Fig. 1: supply network
Pins as bars on the die edge. Tap cells in grey.
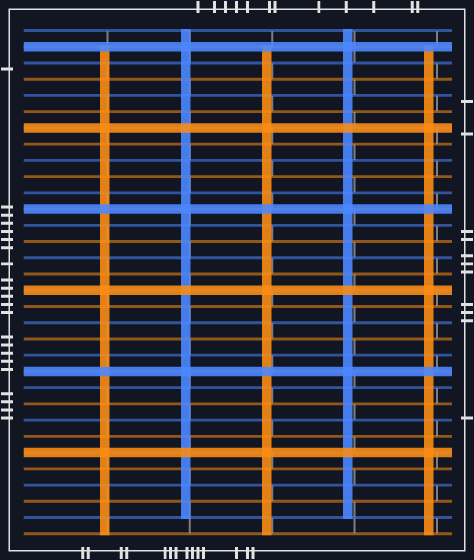
Fig. 2: cell outlines without signal wires
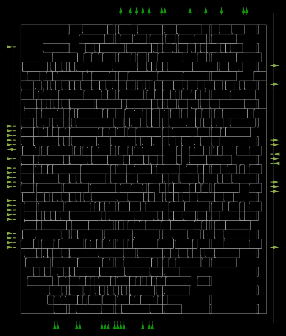
$ cat config.mk
export PLATFORM = sky130hd
export DESIGN_NAME = alu_seq_ctrl
export DESIGN_NICKNAME = d
export VERILOG_FILES = /design/src/rtl/alu_seq_ctrl_pkg.sv /design/src/rtl/alu_seq_ctrl_alu4_slice.sv /design/src/rtl/alu_seq_ctrl.sv
export SDC_FILE = /design/constraint.sdc
export NUM_CORES = 1
export LEC_CHECK = 0
export CORE_ASPECT_RATIO = 1.2
export CORE_MARGIN = 2
export CORE_UTILIZATION = 57
export DETAILED_ROUTE_END_ITERATION = 10
export GPL_TIMING_DRIVEN = 0
export MAX_ROUTING_LAYER = met4
export PLACE_DENSITY = 0.9
export SYNTH_ARGS = -nofsm -noshare
export SYNTH_HDL_FRONTEND = slang
export SYNTH_SLANG_ARGS = --single-unit
$ cat constraint.sdc
create_clock -name i_clk -period 8.49 [get_ports i_clk]
set_input_delay 0.849 -clock i_clk [delete_from_list [all_inputs] [get_ports i_clk]]
set_output_delay 0.849 -clock i_clk [all_outputs]
set_load 0.02 [all_outputs]
$ cat src/rtl/alu_seq_ctrl_pkg.sv
// Shared definitions for the nibble-serial add/sub/compare engine.
//   DEF_NIBBLES : default number of 4-bit slices per word
//   op_e        : operation codes presented on i_op
//   state_e     : controller states
package alu_seq_ctrl_pkg;

   localparam int unsigned DEF_NIBBLES = 4;

   typedef enum logic [1:0] {
      OP_ADD = 2'b00,
      OP_SUB = 2'b01,
      OP_CMP = 2'b10,
      OP_ADC = 2'b11
   } op_e;

   typedef enum logic [1:0] {
      S_IDLE = 2'b00,
      S_RUN  = 2'b01,
      S_DONE = 2'b10
   } state_e;

   // SUB and CMP both drive the slice in subtract mode
   function automatic logic is_sub(input op_e op);
      return (op == OP_SUB) || (op == OP_CMP);
   endfunction

endpackage

$ cat src/rtl/alu_seq_ctrl_alu4_slice.sv
// Combinational 4-bit add/subtract slice.
//   i_x, i_y : operands (i_y is inverted when i_sub=1)
//   i_sub    : subtract mode
//   i_ci     : carry in, kept separate from i_sub so nibbles can be chained
//   o_sum_c  : 4-bit sum
//   o_co_c   : carry out
module alu4_slice (
   input  logic [3:0] i_x,
   input  logic [3:0] i_y,
   input  logic       i_sub,
   input  logic       i_ci,
   output logic [3:0] o_sum_c,
   output logic       o_co_c
);

   logic [3:0] w_my;
   logic [4:0] w_total;

   assign w_my    = i_y ^ {4{i_sub}};
   assign w_total = 5'(i_x) + 5'(w_my) + 5'(i_ci);
   assign {o_co_c, o_sum_c} = w_total;

endmodule

$ cat src/rtl/alu_seq_ctrl.sv
// Multi-cycle W-bit add/sub/compare engine using one shared 4-bit slice
// over NIBBLES cycles, with a start/busy/done handshake.
//   i_clk, i_rst : clock, synchronous active-high reset
//   i_start      : request, sampled only in IDLE
//   i_op         : 00 ADD, 01 SUB, 10 CMP, 11 ADC
//   i_a, i_b     : operands, latched on acceptance
//   o_busy       : nibbles being computed
//   o_done       : one-cycle completion pulse
//   o_result     : last ADD/SUB/ADC result
//   o_cf/of/zf/sf: carry(borrow)/overflow/zero/sign flags of last completion
module alu_seq_ctrl
   import alu_seq_ctrl_pkg::*;
#(
   parameter int unsigned NIBBLES = DEF_NIBBLES
) (
   input  logic               i_clk,
   input  logic               i_rst,
   input  logic               i_start,
   input  logic [1:0]         i_op,
   input  logic [4*NIBBLES-1:0] i_a,
   input  logic [4*NIBBLES-1:0] i_b,
   output logic               o_busy,
   output logic               o_done,
   output logic [4*NIBBLES-1:0] o_result,
   output logic               o_cf,
   output logic               o_of,
   output logic               o_zf,
   output logic               o_sf
);

   localparam int unsigned W     = 4 * NIBBLES;
   localparam int unsigned IDX_W = (NIBBLES > 1) ? $clog2(NIBBLES) : 1;

   state_e             r_state;
   state_e             w_next_state;
   logic               w_accept;
   logic               w_finish;
   logic               w_c0;

   logic [IDX_W-1:0]   r_idx;
   op_e                r_op;
   logic               r_sub;
   logic               r_carry;
   logic [W-1:0]       r_a;
   logic [W-1:0]       r_b;
   logic [W-1:0]       r_psum;
   logic [W-1:0]       w_sum_full;

   logic [3:0]         w_slice_sum;
   logic               w_slice_co;
   logic               w_last;

   // Operands for the nibble currently being computed; carry register
   // already holds c0 at idx 0, so ci is always taken from it.
   alu4_slice u_slice (
      .i_x     (r_a[{r_idx, 2'b00} +: 4]),
      .i_y     (r_b[{r_idx, 2'b00} +: 4]),
      .i_sub   (r_sub),
      .i_ci    (r_carry),
      .o_sum_c (w_slice_sum),
      .o_co_c  (w_slice_co)
   );

   assign w_last = (r_idx == IDX_W'(NIBBLES - 1));

   // Partial sum with the current nibble merged in; complete on the last nibble
   always_comb begin
      w_sum_full = r_psum;
      w_sum_full[{r_idx, 2'b00} +: 4] = w_slice_sum;
   end

   // Carry-in for nibble 0
   always_comb begin
      w_c0 = 1'b0;
      case (op_e'(i_op))
         OP_SUB, OP_CMP: w_c0 = 1'b1;
         OP_ADC:         w_c0 = o_cf;
         default:        w_c0 = 1'b0;
      endcase
   end

   // Next-state and control strobes
   always_comb begin
      w_next_state = r_state;
      w_accept     = 1'b0;
      w_finish     = 1'b0;
      case (r_state)
         S_IDLE: begin
            if (i_start) begin
               w_next_state = S_RUN;
               w_accept     = 1'b1;
            end
         end
         S_RUN: begin
            if (w_last) begin
               w_next_state = S_DONE;
               w_finish     = 1'b1;
            end
         end
         S_DONE:  w_next_state = S_IDLE;
         default: w_next_state = S_IDLE;
      endcase
   end

   // State register
   always_ff @(posedge i_clk) begin
      if (i_rst) r_state <= S_IDLE;
      else       r_state <= w_next_state;
   end

   // Datapath, handshake and flag registers
   always_ff @(posedge i_clk) begin
      if (i_rst) begin
         r_idx    <= '0;
         r_op     <= OP_ADD;
         r_sub    <= 1'b0;
         r_carry  <= 1'b0;
         r_a      <= '0;
         r_b      <= '0;
         r_psum   <= '0;
         o_busy   <= 1'b0;
         o_done   <= 1'b0;
         o_result <= '0;
         o_cf     <= 1'b0;
         o_of     <= 1'b0;
         o_zf     <= 1'b0;
         o_sf     <= 1'b0;
      end else begin
         o_busy <= (w_next_state == S_RUN);
         o_done <= (w_next_state == S_DONE);
         if (w_accept) begin
            r_a     <= i_a;
            r_b     <= i_b;
            r_op    <= op_e'(i_op);
            r_sub   <= is_sub(op_e'(i_op));
            r_carry <= w_c0;
            r_idx   <= '0;
            r_psum  <= '0;
         end else if (r_state == S_RUN) begin
            r_psum  <= w_sum_full;
            r_carry <= w_slice_co;
            r_idx   <= w_finish ? '0 : r_idx + IDX_W'(1);
            if (w_finish) begin
               if (r_op != OP_CMP) o_result <= w_sum_full;
               o_cf <= w_slice_co ^ r_sub;
               o_of <= (r_a[W-1] == (r_b[W-1] ^ r_sub)) &&
                       (w_sum_full[W-1] != r_a[W-1]);
               o_zf <= ~|w_sum_full;
               o_sf <= w_sum_full[W-1];
            end
         end
      end
   end

endmodule

==> qor.txt <==
Inst Count DP: 547
Total of max-cap violations: 0
DR top layer: met4
Met2 Wirelength: 4674 um
Hold Crit Class: register to register
Clk_skew: 11.62 ps
Outcome: complete, no violations
Tcrit/Tclk final: 0.4613
# hold bufs at CTS: 0
P_sw: 218.4 uW
Total gr overflow: 0
Initial DRC count: 253
Largest type area fraction: 0.4396
# clock sinks: 78
YS warnings: 0
Hold Slack: 458.8 ps
Clock Path Buffers: 2
Worst-path clk slew: 80 ps
Drt drc: 0
Diodes inserted: 0
Die height: 90.48 um
Power Total: 789.6 uW
Tool warnings: 32
Dpl hpwl: 6729 um
Vias: 3213
# port buffers: 58
Critical path capture point type: register
Yosys cell count: 407
Crit path DRT: 8740 ps
Seq pwr share: 0.495
Top cell excl fill/tap: nand2_1
Nonclk inv count: 13
Setup Fix Bufs, Post-CTS: 0
Top-count cell post-synth: nand2_1
Final setup margin: 4574 ps
Combinational Area: 1818 sq um
FF-to-FF setup slack: 4570 ps
Data arrival, critical path: 4170 ps
Core ar.: 6051 sq um
P_seq: 391 uW
Seq/Total Area, Yosys: 0.4396
Hold path depth: 2
Final nets: 526
Pre-CTS setup slack: 4634 ps
Net Sw Frac: 0.2766
Cells on worst reg2reg path: 11
Multi-Input Combinational: 288
CP max FO: 10
Synth cell count leaders: nand2_1, dfxtp_1, a21oi_1
Top cells by area: dfxtp_1, nand2_1, a211oi_1
Met2 usage: 0.5082
Top cells excl fill/tap: nand2_1, dfxtp_1, clkdlybuf4s50_1
Top FF cell, synth: dfxtp_1
Max VDD drop: 0.1256 mV
Fin area: 4412 sq um
Flip-flops: 78
Floorplan Nets: 457
Met3 Resource Use GR: 0.03800
Fillers: 463
Synthesis-to-finish area growth: 24.20%
CTS tree: built
Clock network power share: 0.331
Buffers excl. clock: 86
Power share of the combinational group: 0.174
GR peak layer: met2
Pwr top: sequential cells
Clk cell area share: 0.03999
Worst-Margin Slew: 695.2 ps
Tmin final: 3916 ps
Reg2reg start: r_idx[0]
# clk buffers: 9
Cell class ranked first by area: logic gates
Leakage power: 1.624 nW
EDFF count, synth: 0
Die Width: 76.07 um
Finish-stage setup viols: 0
Post-DRT Antenna Nets: 0
Routed len/inst: 15.76 um
Cell area after placement: 4235 sq um
Late-Pin Clk Latency: 350 ps
Post_cts resized: 0
Met3 wire len: 431 um
DRT met1 WL: 3490 um
Multi-input combinational area share: 0.4121
DR vias/cell: 5.727
Final std cells w/o fill: 561
Crit Path Category: register to register
FF-to-FF End: o_zf
Back to the opening pictures, Fig. 1:
Key: orange = VSS; blue = VDD
59 signal pins sit on the boundary. The core has 31 rows. 32 met1 rails follow the rows. 5 straps on met4. 82 tap cells.

Back to the opening pictures, Fig. 2:
n_taps: 82
fraction of area in registers: 0.3539

## flip-flops by register name, indices dropped and copies added, names as in the netlist, 2 cells and up
register / count
r_a: 16
r_state: 2
r_op: 2
r_psum: 16
o_result: 16
r_b: 16
r_idx: 2
## logic make-up after synthesis
| family | synth area share |
|---|---|
| flip-flops | 0.4396 |
| AND/OR/NAND/NOR | 0.2022 |
| adder cells (fa/ha/maj) | 0.05002 |
| buffers and inverters | 0.04861 |
| XOR/XNOR | 0.01479 |
| multiplexers | 0.05636 |
| AND-OR/OR-AND | 0.1885 |
## critical path, cell delays in order, from the launching register on
cell and delay [ps]:
dfxtp_1 390, buf_4 200, buf_2 300, mux4_2 560, xnor2_1 160, fa_1 450, fa_1 410, xnor2_1 590
a31oi_1 310, nand3_1 150, a21oi_1 60, a32o_1 220
Power figures rest on the tool's default switching activity, not on a simulated workload.
